==> images/registers.png <==
The bar under the picture is 20 um long.
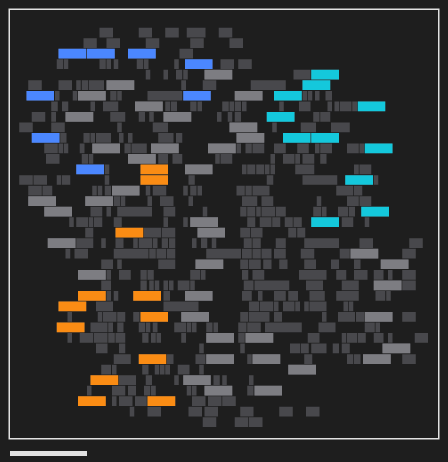
==> images/metal_stack.png <==
The bar under the picture is 20 um long. Only two layers are drawn.
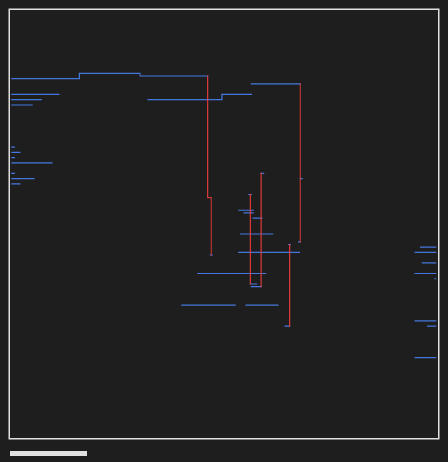
==> images/gate_families.png <==
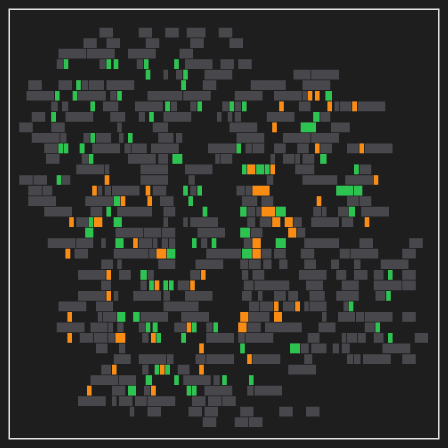
==> images/final_congestion.png <==
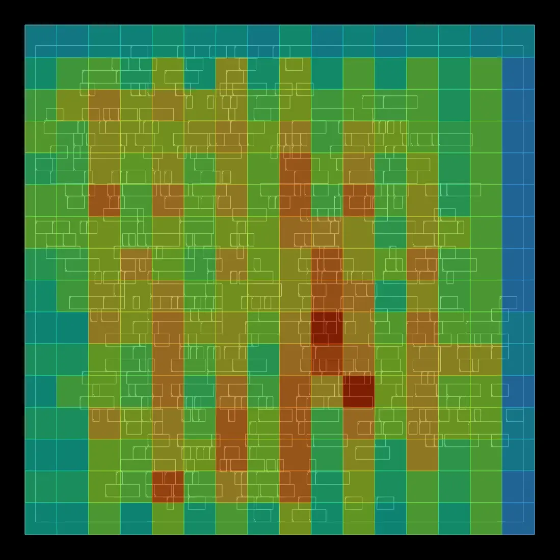
==> images/cell_classes.png <==
The bar under the picture is 20 um long.
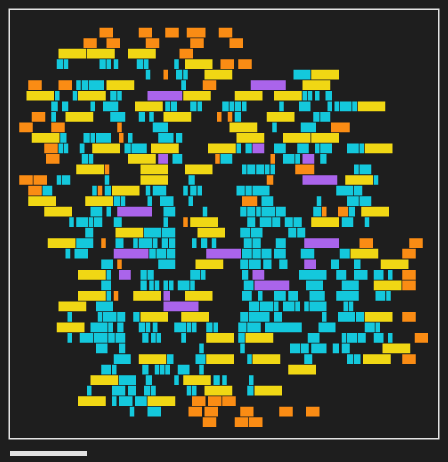
**config.mk**
```make
export PLATFORM = sky130hd
export DESIGN_NAME = out_bcd_display
export DESIGN_NICKNAME = d
export VERILOG_FILES = /design/src/rtl/out_bcd_display.sv
export SDC_FILE = /design/constraint.sdc
export NUM_CORES = 1
export LEC_CHECK = 0
export ABC_AREA = 0
export ABC_CLOCK_PERIOD_IN_PS = 2900
export CAP_MARGIN = 20
export CORE_MARGIN = 2
export CORE_UTILIZATION = 30
export DETAILED_ROUTE_END_ITERATION = 8
export GPL_TIMING_DRIVEN = 0
export HOLD_SLACK_MARGIN = 0.1
export PLACE_DENSITY = 0.5
export SLEW_MARGIN = 5
export SYNTH_ARGS = -nofsm -noshare
export SYNTH_HDL_FRONTEND = slang
export SYNTH_SLANG_ARGS = --single-unit
```
**constraint.sdc**
```tcl
create_clock -name mclk -period 2.9 [get_ports mclk]
set_input_delay 0.58 -clock mclk [delete_from_list [all_inputs] [get_ports mclk]]
set_output_delay 0.58 -clock mclk [all_outputs]
set_load 0.05 [all_outputs]
```
**src/rtl/out_bcd_display.sv**
```systemverilog
// out_bcd_display: bus output register with a bit-serial binary-to-BCD
// converter (double dabble, one bit per mclk) feeding a time-multiplexed
// 7-segment display driver. The scan keeps running regardless of mclk_en.
module out_bcd_display #(
    parameter int unsigned WIDTH    = 8,
    parameter int unsigned DIGITS   = 3,
    parameter int unsigned SCAN_DIV = 1024,
    parameter int unsigned BLANK_LZ = 1
) (
    input  logic                  mclk,
    input  logic                  i_reset,
    input  logic                  mclk_en,
    input  logic                  i_load_enable,
    input  logic [WIDTH-1:0]      i_load_data,
    output logic [WIDTH-1:0]      o_data,
    output logic [4*DIGITS-1:0]   o_bcd,
    output logic                  o_busy,
    output logic                  o_done,
    output logic [DIGITS-1:0]     o_digit_sel,
    output logic [6:0]            o_seg
);

    localparam int unsigned BW = 4 * DIGITS;
    localparam int unsigned CW = $clog2(WIDTH + 1);
    localparam int unsigned SW = $clog2(SCAN_DIV + 1);
    localparam int unsigned IW = $clog2(DIGITS + 1);

    localparam logic [CW-1:0] CNT_LAST  = CW'(WIDTH - 1);
    localparam logic [SW-1:0] SCAN_LAST = SW'(SCAN_DIV - 1);
    localparam logic [IW-1:0] IDX_LAST  = IW'(DIGITS - 1);

    typedef enum logic {
        S_IDLE,
        S_SHIFT
    } state_t;

    state_t             state;
    logic [WIDTH-1:0]   shift_q;
    logic [BW-1:0]      scratch_q;
    logic [CW-1:0]      count_q;

    logic               load;
    logic [BW-1:0]      adj;
    logic [BW-1:0]      scratch_nx;
    logic [WIDTH-1:0]   shift_nx;

    logic [SW-1:0]      scan_q;
    logic [IW-1:0]      idx_q;
    logic               wrap;
    logic [IW-1:0]      idx_nx;
    logic [3:0]         cur_digit;
    logic               upper_nz;
    logic               blank;
    logic [6:0]         seg_nx;

    function automatic logic [6:0] seg7(input logic [3:0] d);
        case (d)
            4'd0:    seg7 = 7'h3F;
            4'd1:    seg7 = 7'h06;
            4'd2:    seg7 = 7'h5B;
            4'd3:    seg7 = 7'h4F;
            4'd4:    seg7 = 7'h66;
            4'd5:    seg7 = 7'h6D;
            4'd6:    seg7 = 7'h7D;
            4'd7:    seg7 = 7'h07;
            4'd8:    seg7 = 7'h7F;
            4'd9:    seg7 = 7'h6F;
            default: seg7 = 7'h00;
        endcase
    endfunction

    assign load = mclk_en & i_load_enable;

    // One double-dabble step: add 3 to each digit >=5, then shift {scratch,shift} left.
    always_comb begin
        adj = scratch_q;
        for (int unsigned k = 0; k < DIGITS; k++) begin
            if (scratch_q[4*k +: 4] >= 4'd5) begin
                adj[4*k +: 4] = scratch_q[4*k +: 4] + 4'd3;
            end
        end
        {scratch_nx, shift_nx} = {adj, shift_q} << 1;
    end

    // Load register and conversion FSM; a load always wins over the final shift.
    always_ff @(posedge mclk) begin
        if (i_reset) begin
            state     <= S_IDLE;
            o_busy    <= 1'b0;
            o_done    <= 1'b0;
            o_data    <= '0;
            o_bcd     <= '0;
            shift_q   <= '0;
            scratch_q <= '0;
            count_q   <= '0;
        end else begin
            o_done <= 1'b0;
            if (load) begin
                o_data    <= i_load_data;
                shift_q   <= i_load_data;
                scratch_q <= '0;
                count_q   <= '0;
                state     <= S_SHIFT;
                o_busy    <= 1'b1;
            end else begin
                case (state)
                    S_IDLE: begin
                        o_busy <= 1'b0;
                    end
                    S_SHIFT: begin
                        scratch_q <= scratch_nx;
                        shift_q   <= shift_nx;
                        count_q   <= count_q + 1'b1;
                        if (count_q == CNT_LAST) begin
                            o_bcd  <= scratch_nx;
                            o_done <= 1'b1;
                            state  <= S_IDLE;
                            o_busy <= 1'b0;
                        end
                    end
                    default: begin
                        state  <= S_IDLE;
                        o_busy <= 1'b0;
                    end
                endcase
            end
        end
    end

    // Next scan position and the segment pattern for it, with leading-zero blanking.
    always_comb begin
        wrap = (scan_q == SCAN_LAST);
        if (wrap) begin
            idx_nx = (idx_q == IDX_LAST) ? '0 : idx_q + 1'b1;
        end else begin
            idx_nx = idx_q;
        end
        cur_digit = 4'd0;
        upper_nz  = 1'b0;
        for (int unsigned k = 0; k < DIGITS; k++) begin
            if (32'(idx_nx) == k) begin
                cur_digit = o_bcd[4*k +: 4];
            end
            if (k >= 32'(idx_nx) && o_bcd[4*k +: 4] != 4'd0) begin
                upper_nz = 1'b1;
            end
        end
        blank  = (BLANK_LZ != 0) && (idx_nx != '0) && !upper_nz;
        seg_nx = blank ? 7'h00 : seg7(cur_digit);
    end

    // Scan counter and registered digit select/segments; segments also refresh
    // the edge after o_bcd changes (o_done high) so a new result shows without waiting.
    always_ff @(posedge mclk) begin
        if (i_reset) begin
            scan_q      <= '0;
            idx_q       <= '0;
            o_digit_sel <= DIGITS'(1);
            o_seg       <= 7'h3F;
        end else begin
            scan_q <= wrap ? '0 : scan_q + 1'b1;
            idx_q  <= idx_nx;
            if (wrap) begin
                o_digit_sel <= DIGITS'(1) << idx_nx;
            end
            if (wrap || o_done) begin
                o_seg <= seg_nx;
            end
        end
    end

endmodule

```
==> results.txt <==
Implementation numbers.

- The iteration-0 DRC count of the detailed router is 83.
- The floorplan-stage core utilization is 31.1%.
- The required time at the worst endpoint is listed as 3.12 ns.
- Per the run summary, max-cap violations total 0.
- The clock transition time at the flip-flop clock pins of the worst setup and hold paths is 0.06 ns.
- Synthesis produced a netlist with a net count of 419.
- The number of remaining DRC errors is 0.
- The net total in the final layout is 472.
- The maximum root-to-sink buffer count is 2.
- OpenROAD reports that the post-layout worst path occupies 91.8% of the period.
- The first-pass iteration count of the detailed router is 4.
- The critical path arrival is 2.88 ns.
- The post-synth area from yosys stat is 3410 um2.
- The power density of the placed cells is 504 nW/um2.
- The vertical die dimension reported for this design is 111 um.
- On the final layout, the worst clock skew is 0.0115 ns.
- Setup repair after global routing could not meet its margin everywhere.
- The analysis attributes to cell leakage a power of 1.57 nW.
- The timing report shows that the slowest cell on the worst path is sky130_fd_sc_hd__nor3_2.
- The sum of negative setup slack is 0 ns.
- The area overhead of the layout relative to synthesis is 26.5%.
- The count of flip-flops with a built-in enable after synthesis is 0.
- Yosys attributes the largest share of cell area to sky130_fd_sc_hd__dfxtp_1, sky130_fd_sc_hd__nand2_1, sky130_fd_sc_hd__a21oi_1.
- The sequential share of power is 45.7%.
- The detail-routed via count per cell is 4.95.
- The setup-violating endpoint count in the final report is 0.
- Together, buffers and inverters on the worst path number 2.
- The average footprint of a synthesized cell is 8.64 um2.
- The sequential cell area fraction in the yosys report is 41.1%.
- Checking max transition, the worst relative margin is 57.1%.
- The main flop type after synthesis is sky130_fd_sc_hd__dfxtp_1.
- Per the synthesis report, the dominant area consumer among library cells is sky130_fd_sc_hd__dfxtp_1.
- The class of the most critical hold timing path is flop to flop.
- Across the VDD grid, the largest voltage drop is 229 uV.
- The number of placed instances with taps included is 576.
- The stage-log warning count is 34.
- STA classifies the critical path endpoint as a flop.
- The via count of the first global-routing pass was 2927.
- Per the OpenROAD floorplan log, the width of the die is 111 um.
- The critical-path maximum fanout is 9.
- Counting I/O delays and the setup requirement, the final critical path takes 2.66 ns.
- The antenna diode count is 0.
- The maximum number of pins on one net before global-route repair is 15.
- The hold buffer count at CTS is 0.
- The cell count after synthesis came out at 394.
- The synthesis report lists the Yosys warning total as 0.
- For this run the aggregate overflow at the end of global routing stands at 0.
- The flow ran to the end, and the final reports show no timing, DRC or antenna violations.
- The cell at the root of the clock tree is sky130_fd_sc_hd__clkbuf_16.
About registers.png:
colour	signal	flops
blue	`o_data`	8
orange	`scratch_q`	12
cyan	`scan_q`	11
not coloured	39
seq pwr: 993 uW
Sequential cell area: 1400 um2
final core occ: 39.4%
Seq area share: 32.5%

About metal_stack.png:
colour	layer	wire length
blue	met3	250 um
red	met4	161 um
combined global-route utilization of all metal layers: 14.1%
wire length per cell: 13.9 um
final routed wirelength across all metal layers: 8240 um
overall via count from detail_route: 2932

About gate_families.png:
colour	family	cells
green	NAND gates	85
orange	NOR gates	52
non-filler instance count after layout: 592
share of the final layout cell area in multi-input gates: 43.1%
most numerous logic cell after layout: sky130_fd_sc_hd__dfxtp_1

About final_congestion.png:
met2 capacity usage during global routing: 23.3%
routing usage on met3: 3.84%
busiest layer in global routing: met2
met1 layer usage reported by global route: 17.5%

About cell_classes.png:
colour	class	cells	share of their area
purple	clock drivers and dummy loads	16	6.8%
orange	other buffers and delay cells	62	13%
yellow	flip-flops	70	34%
cyan	all other logic	304	46%
area of the core region: 10900 um2
area of all placed cells without fillers: 4310 um2
number of standard-cell rows in the floorplan: 38

==> cell families after synthesis <==
logic type / synth area share [%]
adder cells (fa/ha/maj): 5.07
flip-flops: 41.1
AND-OR/OR-AND: 16.8
multiplexers: 6.50
buffers and inverters: 5.11
XOR/XNOR: 3.60
AND/OR/NAND/NOR: 21.8
==> layout by cell type (no fill, tap or decap), drive strengths merged, types with 10 or more instances in the layout <==
cell type	n
clkdlybuf4s50	42
nand2	60
a21oi	38
mux2i	12
clkbuf	24
nor2	38
inv	18
ha	13
o21ai	10
dfxtp	70
==> final cells by class <==
type,instances,area (um2)
well taps,140,175
flip-flops and latches,70,1400
multi-input cells,289,1850
clock inverters,7,56.3
plain buffers,20,118
inverters,15,56.3
clock buffers,9,225
repair buffers,42,420
fillers,1133,6630
==> layer usage <==
| layer | track usage, % | wire length, um | vias up |
|---|---|---|---|
| li1 | - | - | 1486 |
| met2 | 23.3 | 3990 | 48 |
| met1 | 17.5 | 3840 | 1387 |
| met4 | 5.50 | 161 | 0 |
| met5 | 0 | 0 | - |
| met3 | 3.84 | 250 | 11 |
==> power by group through the flow <==
stage	sequential, mW	clock [mW]	combinational (mW)
floorplan	1.03	0	0.0738
global placement	1.01	0	0.138
detailed placement	1.01	0	0.140
CTS	0.993	1.07	0.140
global route	0.996	1.12	0.154
finish	0.993	1.04	0.138
==> worst min-delay path, stage by stage, from the launching register on <==
cell and delay [ns]:
sky130_fd_sc_hd__dfxtp_1 0.31, sky130_fd_sc_hd__inv_1 0.05, sky130_fd_sc_hd__a311oi_1 0.03
==> sequential cells by signal, indices dropped and copies added, names as in the netlist <==
register	flops
o_seg	7
o_bcd	12
idx_q	2
count_q	4
shift_q	8
scratch_q	12
state	1
o_busy	1
o_data	8
o_done	1
o_digit_sel	3
scan_q	11
==> final timing paths <==
path	start	end	slack, ns	cells after the start
setup / recovery	scan_q[0]$_SDFF_PP0_	o_seg[4]$_SDFFE_PP1P_	0.24	11
hold / removal	scan_q[10]$_SDFF_PP0_	scan_q[10]$_SDFF_PP0_	0.44	2
setup reg to reg	scan_q[0]$_SDFF_PP0_	o_seg[4]$_SDFFE_PP1P_	0.24	11
hold reg to reg	scan_q[10]$_SDFF_PP0_	scan_q[10]$_SDFF_PP0_	0.44	2
==> per-stage QoR <==
| step | hold slack, ns | instance area [um2] | util (%) | setup slack (ns) | total power [mW] |
|---|---|---|---|---|---|
| floorplan | 0.412 | 3410 | - | 0.316 | 1.11 |
| global placement | 0.422 | 4000 | 36.6 | -0.0798 | 1.15 |
| detailed placement | 0.431 | 4000 | 36.6 | -0.0622 | 1.15 |
| CTS | 0.439 | 4290 | 39.2 | 0.188 | 2.21 |
| global route | 0.459 | 4310 | 39.4 | -0.0345 | 2.27 |
| finish | 0.438 | 4310 | 39.4 | 0.237 | 2.17 |
==> timing repair <==
item                       4_1_cts  5_1_grt
setup endpoints to repair        2        3
pin swaps                        0        0
gates resized                    1        2
No activity file was given, so power comes from the tool's default toggle rates.
